<file path="src/rtl/mul_div_seq.sv">
// Iterative RV M-extension multiply/divide sequencer: radix-2 shift-add multiply and
// restoring divide, one bit per cycle, with single-cycle fast paths for divide special cases.
module mul_div_seq #(
   parameter logic [1:0] XLEN = 2'd2,
   localparam int W = 1 << (int'(XLEN) + 4)
) (
   input  logic         i_clk,
   input  logic         i_rst_n,
   input  logic         i_start,
   input  logic [2:0]   i_md_op,
   input  logic         i_word,
   input  logic [W-1:0] i_op_a,
   input  logic [W-1:0] i_op_b,
   input  logic         i_flush,
   output logic         o_ready,
   output logic         o_busy,
   output logic         o_done,
   output logic [W-1:0] o_result
);

   typedef enum logic [1:0] {IDLE, CALC, FIX, DONE} state_t;

   localparam logic [W-1:0] LOW_MASK = W'(32'hFFFF_FFFF);
   localparam logic [W-1:0] MIN_32   = W'(32'h8000_0000);
   localparam logic [W-1:0] MIN_W    = {1'b1, {(W-1){1'b0}}};

   state_t           state, state_nxt;
   logic [2:0]       op_q;
   logic             word_q, neg_q;
   logic [2*W-1:0]   acc;
   logic [W-1:0]     mcand;
   logic [6:0]       cnt;
   logic [W-1:0]     res_q;

   function automatic logic [W-1:0] sext_w(input logic [W-1:0] x, input logic word);
      return word ? ((x & LOW_MASK) | ({W{x[31]}} & ~LOW_MASK)) : x;
   endfunction

   // Operand decode: W-forms work on the low 32 bits, signed operands become magnitudes
   logic           word_in, is_div_in, is_rem_in, a_signed_in, b_signed_in, sa, sb;
   logic [W-1:0]   eff_mask, a_ext, b_ext, a_mag, b_mag, dividend_init;
   logic           b_zero, overflow, special, accept;
   logic [W-1:0]   special_raw, special_res;

   assign word_in       = (W > 32) && i_word;
   assign is_div_in     = i_md_op[2];
   assign is_rem_in     = i_md_op[2] & i_md_op[1];
   assign a_signed_in   = is_div_in ? ~i_md_op[0] : (i_md_op == 3'd1 || i_md_op == 3'd2);
   assign b_signed_in   = is_div_in ? ~i_md_op[0] : (i_md_op == 3'd1);
   assign eff_mask      = word_in ? LOW_MASK : '1;
   assign a_ext         = i_op_a & eff_mask;
   assign b_ext         = i_op_b & eff_mask;
   assign sa            = a_signed_in & (word_in ? i_op_a[31] : i_op_a[W-1]);
   assign sb            = b_signed_in & (word_in ? i_op_b[31] : i_op_b[W-1]);
   assign a_mag         = sa ? ((~a_ext + W'(1)) & eff_mask) : a_ext;
   assign b_mag         = sb ? ((~b_ext + W'(1)) & eff_mask) : b_ext;
   assign dividend_init = word_in ? (a_mag << (W - 32)) : a_mag;

   assign b_zero      = (b_ext == '0);
   assign overflow    = ~i_md_op[0] & (a_ext == (word_in ? MIN_32 : MIN_W)) & (b_ext == eff_mask);
   assign special     = is_div_in & (b_zero | overflow);
   assign special_raw = b_zero ? (is_rem_in ? a_ext : '1) : (is_rem_in ? '0 : a_ext);
   assign special_res = sext_w(special_raw, word_in);
   assign accept      = (state == IDLE || state == DONE) && i_start && !i_flush;

   // One iteration: multiply adds into the upper half then shifts right; divide shifts the
   // remainder left and keeps the trial difference when it does not go negative
   logic [W:0]       mul_sum, rem_sh, div_diff;
   logic [2*W-1:0]   mul_step, div_step;

   assign mul_sum  = {1'b0, acc[2*W-1:W]} + (acc[0] ? {1'b0, mcand} : '0);
   assign mul_step = {mul_sum, acc[W-1:1]};
   assign rem_sh   = {acc[2*W-1:W], acc[W-1]};
   assign div_diff = rem_sh - {1'b0, mcand};
   assign div_step = {div_diff[W] ? rem_sh[W-1:0] : div_diff[W-1:0], acc[W-2:0], ~div_diff[W]};

   // Word-mode multiplies finish after 32 shifts, so the product sits 32 bits higher
   logic [2*W-1:0]   prod, prod_s;
   logic [W-1:0]     mul_sel, div_sel, div_s, fix_res;

   assign prod    = word_q ? (acc >> (W - 32)) : acc;
   assign prod_s  = neg_q ? -prod : prod;
   assign mul_sel = (op_q == 3'd0) ? prod_s[W-1:0] : (word_q ? prod_s[W+31:32] : prod_s[2*W-1:W]);
   assign div_sel = op_q[1] ? acc[2*W-1:W] : acc[W-1:0];
   assign div_s   = neg_q ? -div_sel : div_sel;
   assign fix_res = sext_w(op_q[2] ? div_s : mul_sel, word_q);

   always_ff @(posedge i_clk or negedge i_rst_n) begin
      if (!i_rst_n) state <= IDLE;
      else          state <= state_nxt;
   end

   always_comb begin
      state_nxt = state;
      if (i_flush) begin
         state_nxt = IDLE;
      end else begin
         case (state)
            IDLE, DONE: state_nxt = accept ? (special ? DONE : CALC) : IDLE;
            CALC:       if (cnt == '0) state_nxt = FIX;
            FIX:        state_nxt = DONE;
            default:    state_nxt = IDLE;
         endcase
      end
   end

   always_comb begin
      o_ready = (state == IDLE) || (state == DONE);
      o_busy  = (state == CALC) || (state == FIX);
      o_done  = (state == DONE);
   end

   always_ff @(posedge i_clk or negedge i_rst_n) begin
      if (!i_rst_n) begin
         op_q   <= '0;
         word_q <= 1'b0;
         neg_q  <= 1'b0;
         acc    <= '0;
         mcand  <= '0;
         cnt    <= '0;
      end else if (accept) begin
         op_q   <= i_md_op;
         word_q <= word_in;
         neg_q  <= is_rem_in ? sa : (sa ^ sb);
         mcand  <= is_div_in ? b_mag : a_mag;
         acc    <= {{W{1'b0}}, is_div_in ? dividend_init : b_mag};
         cnt    <= word_in ? 7'd31 : 7'(W - 1);
      end else if (state == CALC) begin
         acc <= op_q[2] ? div_step : mul_step;
         if (cnt != '0) cnt <= cnt - 7'd1;
      end
   end

   // Result only changes on a fast-path accept or the FIX edge; a flush leaves it alone
   always_ff @(posedge i_clk or negedge i_rst_n) begin
      if (!i_rst_n) begin
         res_q <= '0;
      end else if (accept && special) begin
         res_q <= special_res;
      end else if (state == FIX && !i_flush) begin
         res_q <= fix_res;
      end
   end

   assign o_result = res_q;

endmodule
</file>
<file path="config.mk">
export PLATFORM = sky130hd
export DESIGN_NAME = mul_div_seq
export DESIGN_NICKNAME = d
export VERILOG_FILES = /design/src/rtl/mul_div_seq.sv
export SDC_FILE = /design/constraint.sdc
export NUM_CORES = 2
export LEC_CHECK = 0
export CORE_ASPECT_RATIO = 0.9
export CORE_MARGIN = 1
export CORE_UTILIZATION = 37
export CTS_BUF_LIST = sky130_fd_sc_hd__clkbuf_2
export CTS_CLUSTER_SIZE = 40
export DETAILED_ROUTE_END_ITERATION = 12
export GPL_ROUTABILITY_DRIVEN = 0
export PLACE_DENSITY_LB_ADDON = 0.3
export REMOVE_ABC_BUFFERS = 1
export SETUP_SLACK_MARGIN = 0.5
export SLEW_MARGIN = 20
export SYNTH_ARGS = -nofsm -noshare
export SYNTH_HDL_FRONTEND = slang
export SYNTH_SLANG_ARGS = --single-unit
</file>
<file path="constraint.sdc">
create_clock -name i_clk -period 7 [get_ports i_clk]
set_clock_uncertainty 0.1 [all_clocks]
set_input_delay 0.7 -clock i_clk [delete_from_list [all_inputs] [get_ports i_clk]]
set_output_delay 0.7 -clock i_clk [all_outputs]
set_load 0.05 [all_outputs]
</file>
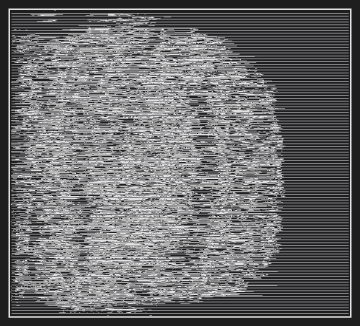
**Above:** signal wires on met1.
Supply wires on this layer in grey.
The layer holds 39% of the routed length. The wires run mostly horizontal. 4917 nets have wire on it.

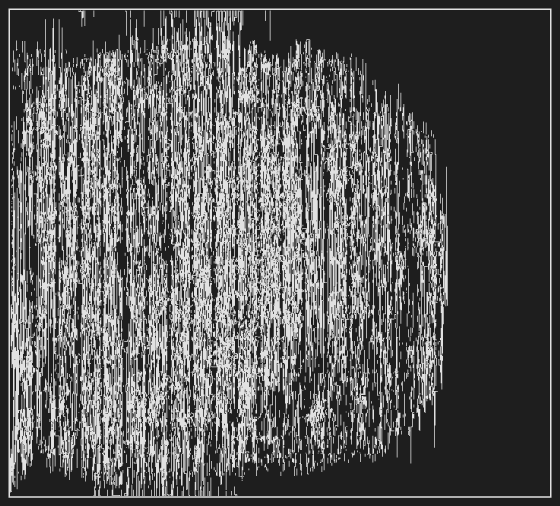
**Above:** signal wires on met2.
The layer holds 39% of the routed length. The longest straight run is 144 um. The layer carries 67.1 mm of wire.

==> notes.md <==
flow finished, numbers: status finished, final reports clean, Final Hold Viols 0, RSZ-0062 raised after global routing false, Latency at later pin between 1 and 1.5 ns, Clk. pwr roughly 1400 uW, Avg Cell Area, Syn roughly 7 um^2, Top reg by flops acc, Switch Pwr 13000 uW, Worst R2R Path Depth 11, Biggest Area Class combinational gates, pre-CTS setup slack about 1.5 ns, via count 40900, row count around 110, xor/xnor share 0.103, vias in the first global route between 30000 and 40000, Routed WL 172 mm, Post-Syn Instances 5018, Netlist cell types about 88, layout filler cell count 9727, clock share of power 0.065, yosys synthesis chip area around 35000 um^2, worst setup margin roughly 1.2 ns, top-count cell post-synth nand2_1, Seq area share 0.175, fmax 173 MHz, RR Startpoint word_q$_DFFE_PN0P_, Clock Tree Buf Depth 3, Flop pwr share 0.193, critical path arrival approximately 6.7 ns, 1st-iter DRT viols between 6000 and 7000, Worst setup SP type flop, TritonCTS sink count 270, buffering overhead 0.0759, Non-Filler Instances 6273, WL met3 roughly 25 mm, Rel. slew slack 0.0784, metal2 WL 67.1 mm, fraction of registers with async set/reset 1.00, switch share 0.606, Non-Clock Buffer Count between 300 and 400, M1 GR Usage 0.445, dpl cells around 6100, Synth Cell Area about 35000 um^2, hold wc startpoint i_start, number of antenna violations at the first check in global routing 12, Inverters, non-clock about 130, Top cell area share 0.192, DR pass1 iterations 9, design area just under 40000 um^2, hold-fix buffers at CTS 5, Hold Path Cell Cnt 3, Max stage delay on crit path ~0.94 ns, PortBufs 202, layout cells sized above 1 0.0671, core box area around 94000 um^2, warning total across the stage logs 39, Critical path buffers and inverters 0, Worst Setup EP o_result[14]$_DFFE_PN0P_, floorplan utilization 0.376, I/O pin cnt 203, Synth area leader dfrtp_1, multi-input gate count ~4200, FF-to-FF End o_result[14]$_DFFE_PN0P_, Combinational Power 15900 uW, number of H-tree levels 3, # DRC 0, synth warn 0, Hold Crit Endpoint state[0]$_DFFE_PN0P_, flip-flops between 200 and 300, Biggest consumer combinational logic
No activity file was given, so power comes from the tool's default toggle rates.
